## config.mk

```make
export PLATFORM = sky130hd
export DESIGN_NAME = pif_regbank
export DESIGN_NICKNAME = d
export VERILOG_FILES = /design/src/rtl/pif_regbank.sv
export SDC_FILE = /design/constraint.sdc
export NUM_CORES = 1
export LEC_CHECK = 0
export CAP_MARGIN = 40
export CORE_ASPECT_RATIO = 0.9
export CORE_MARGIN = 10
export CORE_UTILIZATION = 40
export CTS_CLUSTER_DIAMETER = 100
export DETAILED_ROUTE_END_ITERATION = 16
export GPL_TIMING_DRIVEN = 0
export PLACE_DENSITY = 0.71
export SYNTH_ARGS = -nofsm -noshare
export SYNTH_HDL_FRONTEND = slang
export SYNTH_SLANG_ARGS = --single-unit
```

## constraint.sdc

```tcl
create_clock -name xclk -period 4.6 [get_ports xclk]
set_input_delay 0.92 -clock xclk [delete_from_list [all_inputs] [get_ports xclk]]
set_output_delay 0.92 -clock xclk [all_outputs]
set_load 0.01 [all_outputs]
```

## src/rtl/pif_regbank.sv

```systemverilog
// PIF host register bank: ID word, scratch file, control register and registered read mux.
// Define PIF_COUNTER_EN to build the free-running counter with read snapshot at address 3.
module pif_regbank #(
    parameter logic [31:0] ID_WORD       = 32'h50494631,
    parameter int          TXA           = 2,
    parameter int          TXSubA        = 2,
    parameter int          I2C_DATA_BITS = 6,
    parameter int          XSUBA_MAX     = 3
) (
    input  logic                     xclk,
    input  logic                     rst,
    input  logic                     XI_PWr,
    input  logic [TXA:0]             XI_PRWA,
    input  logic                     XI_PRdFinished,
    input  logic [TXSubA:0]          XI_PRdSubA,
    input  logic [I2C_DATA_BITS-1:0] XI_PD,
    output logic [7:0]               XO,
    output logic [I2C_DATA_BITS-1:0] ctrl,
    output logic [TXSubA:0]          wr_suba
);

    localparam logic [TXA:0] AddrId      = (TXA+1)'(0);
    localparam logic [TXA:0] AddrScratch = (TXA+1)'(1);
    localparam logic [TXA:0] AddrCtrl    = (TXA+1)'(2);
`ifdef PIF_COUNTER_EN
    localparam logic [TXA:0] AddrCnt     = (TXA+1)'(3);
`endif

    logic [TXA:0]             prev_prwa;
    logic [I2C_DATA_BITS-1:0] scratch [4];

    logic                     addrChg;
    logic [TXSubA:0]          wrSubEff;
    logic [TXSubA:0]          wrSubInc;
    logic [TXSubA:0]          wrSubNext;
    logic                     wrScratch;
    logic                     wrCtrl;
    logic [1:0]               rdIdx;
    logic                     rdInRange;
    logic [7:0]               xoD;
    logic                     unusedRdFinished;

    // Read-byte completion is tracked upstream; nothing here depends on it.
    assign unusedRdFinished = XI_PRdFinished;

`ifdef PIF_COUNTER_EN
    logic [31:0] cnt;
    logic [31:0] snap;
    logic        cntClr;

    assign cntClr = XI_PWr && (XI_PRWA == AddrCnt) && (wrSubEff == '0);

    always_ff @(posedge xclk) begin
        if (rst) begin
            cnt  <= '0;
            snap <= '0;
        end else begin
            cnt <= cntClr ? '0 : cnt + 32'd1;
            // Holding sub 0 keeps refreshing; later bytes then read a frozen copy.
            if ((XI_PRWA == AddrCnt) && (XI_PRdSubA == '0)) begin
                snap <= cnt;
            end
        end
    end
`endif

    always_comb begin
        addrChg   = (XI_PRWA != prev_prwa);
        // A fresh address starts its burst at sub 0, even for a write in that same cycle.
        wrSubEff  = addrChg ? '0 : wr_suba;
        wrSubInc  = (int'(wrSubEff) >= XSUBA_MAX) ? '0 : wrSubEff + 1'b1;
        wrSubNext = XI_PWr ? wrSubInc : wrSubEff;
        wrScratch = XI_PWr && (XI_PRWA == AddrScratch) && (int'(wrSubEff) < 4);
        wrCtrl    = XI_PWr && (XI_PRWA == AddrCtrl);
    end

    always_comb begin
        rdIdx     = XI_PRdSubA[1:0];
        rdInRange = (int'(XI_PRdSubA) < 4);
        xoD       = '0;
        case (XI_PRWA)
            AddrId: begin
                if (rdInRange) begin
                    xoD = ID_WORD[{rdIdx, 3'b000} +: 8];
                end
            end
            AddrScratch: begin
                if (rdInRange) begin
                    xoD = 8'(scratch[rdIdx]);
                end
            end
            AddrCtrl: begin
                xoD = 8'(ctrl);
            end
`ifdef PIF_COUNTER_EN
            AddrCnt: begin
                if (rdInRange) begin
                    xoD = snap[{rdIdx, 3'b000} +: 8];
                end
            end
`endif
            default: begin
                xoD = '0;
            end
        endcase
    end

    always_ff @(posedge xclk) begin
        if (rst) begin
            XO        <= '0;
            ctrl      <= '0;
            wr_suba   <= '0;
            prev_prwa <= '0;
            for (int i = 0; i < 4; i++) begin
                scratch[i] <= '0;
            end
        end else begin
            XO        <= xoD;
            prev_prwa <= XI_PRWA;
            wr_suba   <= wrSubNext;
            if (wrCtrl) begin
                ctrl <= XI_PD;
            end
            if (wrScratch) begin
                scratch[wrSubEff[1:0]] <= XI_PD;
            end
        end
    end

endmodule
```

==> Flow_metrics.wiki <==
== Metrics ==
{| class="wikitable"
! Metric !! Value
|-
| Result of the run || complete, no violations
|-
| Classification of the worst-slack hold path || flop to flop
|-
| Worst Path Required || 4530 ps
|-
| Area enclosed by the die boundary || 8500 µm²
|-
| Via-per-instance ratio || around 5.1
|-
| Cell Pwr Density || 293 nW/µm²
|-
| Seq share, synth || 0.529
|-
| Maxcap violations || 0
|-
| Critical path fanouts, max || 10
|-
| Number of DRC markers in iteration 0 || ~91
|-
| First-pass GRT wire length || about 7.0 mm
|-
| Cell count after placement || 269
|-
| Clock latency reported for the late side of the worst-skew pair || a little under 300 ps
|-
| Max transition margin || 0.510
|-
| Number of buffers created by CTS || 5
|-
| Unrepaired setup endpoints after global routing || no
|-
| Hold Crit Start || ctrl[0]
|-
| Area occupied by multi-input gates || around 830 µm²
|-
| CTS tree || built
|-
| Critical path endpoint category || flop
|}
metal layers:
metal,track usage,part of all wire,vias up,routed length [µm]
met5,0,0,-,0
met4,0.0522,0.013,0,57
met3,0.0305,0.077,2,330
met2,0.170,0.45,36,1950
met1,0.131,0.46,655,1970
li1,-,-,716,-
final cells by class:
cell class | instances | share of cell area
buffer | 14 | 0.0368
clock buffer | 7 | 0.0338
inverter | 16 | 0.0235
clock inverter | 1 | 0.00147
multi-input combinational | 101 | 0.325
tap | 65 | 0.0319
sequential | 43 | 0.432
timing repair buffer | 30 | 0.116
how the worst min path moves through the flow:
stage	cells after the start	end
finish	2	XO[0]
CTS	2	XO[4]
floorplan	2	XO[0]
global placement	2	XO[0]
global route	2	XO[0]
detailed placement	2	XO[4]
metrics by stage:
stage	area [µm²]	util	setup slack [ps]	power (mW)
after global routing	2550	0.515	1470	0.777
after floorplan	2080	-	2000	0.484
after CTS	2550	0.515	1620	0.757
after global placement	2440	0.493	1330	0.516
final	2550	0.515	1620	0.749
after detailed placement	2460	0.497	1320	0.517
power groups by stage:
stage                     clock [mW]  sequential (mW)  combinational (mW)
after global routing           0.259            0.422              0.0954
after floorplan                    0            0.429              0.0544
after CTS                      0.248            0.421              0.0876
after detailed placement           0            0.430              0.0870
after global placement             0            0.430              0.0859
final                          0.241            0.421              0.0867
registers in the layout, summed over array words and instances, names as in the netlist:
name	flops
wr_suba	3
prev_prwa	3
ctrl	6
scratch	24
XO	7
layout by cell type (no fill, tap or decap), drive strengths merged, types with 3 or more instances in the layout:
cell / netlist / final
dfxtp: 19 / 19
nor4: 14 / 14
edfxtp: 24 / 24
nor3: 15 / 15
nand2: 6 / 6
inv: 16 / 16
o21ai: 3 / 3
o22ai: 3 / 3
ha: 5 / 5
mux2i: 6 / 6
xor2: 3 / 3
buf: 7 / 8
clkbuf: 7 / 14
nor2b: 3 / 3
clkdlybuf4s50: 0 / 28
mux4: 6 / 6
nor2: 10 / 10
cells by family after synthesis:
| kind of cell | share of synthesized area |
|---|---|
| xor gates and xnor gates | 0.0162 |
| other | 0.00180 |
| AOI/OAI and AO/OA | 0.0583 |
| muxes | 0.0937 |
| DFF | 0.529 |
| buffers and inverters | 0.0739 |
| adders and majority gates | 0.0300 |
| and+or+nand+nor | 0.198 |
tightest hold or removal path: cells and delay by family, from the launching register on:
kind / cells / cell delay (ps)
flops: 1 / 360
compound gates: 1 / 60
simple gates: 1 / 60
Figure 1. The metal 1 layer.
Supply wires on this layer in grey.
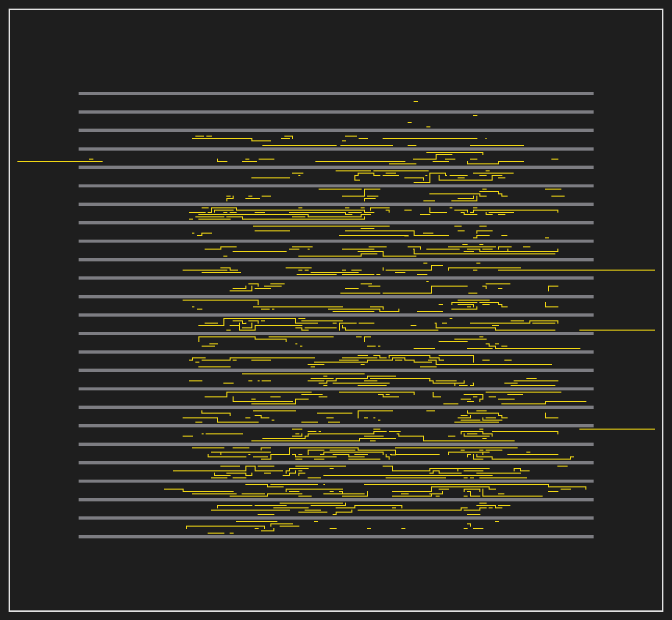
The longest straight run is 27.1 µm. The layer holds 46% of the routed length. 203 nets have wire on it. The wires run mostly horizontal. The layer carries 1970 µm of wire.

Figure 2. Cells coloured by class.
Scale bar: 20 µm. Fill, decap, tap and diode cells in grey.
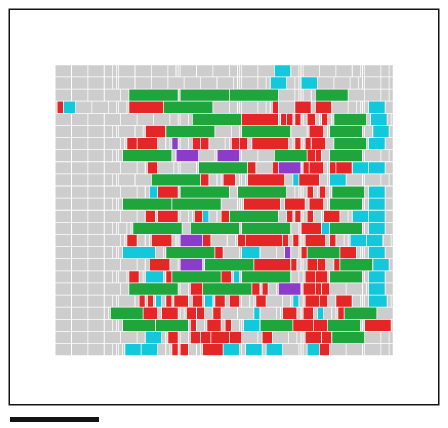
other buffers and delay cells: drawn in cyan, cells 44, share of their area 16%. flops: drawn in green, cells 43, share of their area 45%. all other logic: drawn in red, cells 117, share of their area 36%. clock drivers and dummy loads: drawn in purple, cells 8, share of their area 3.6%.

Power and IR drop assume default switching activity.
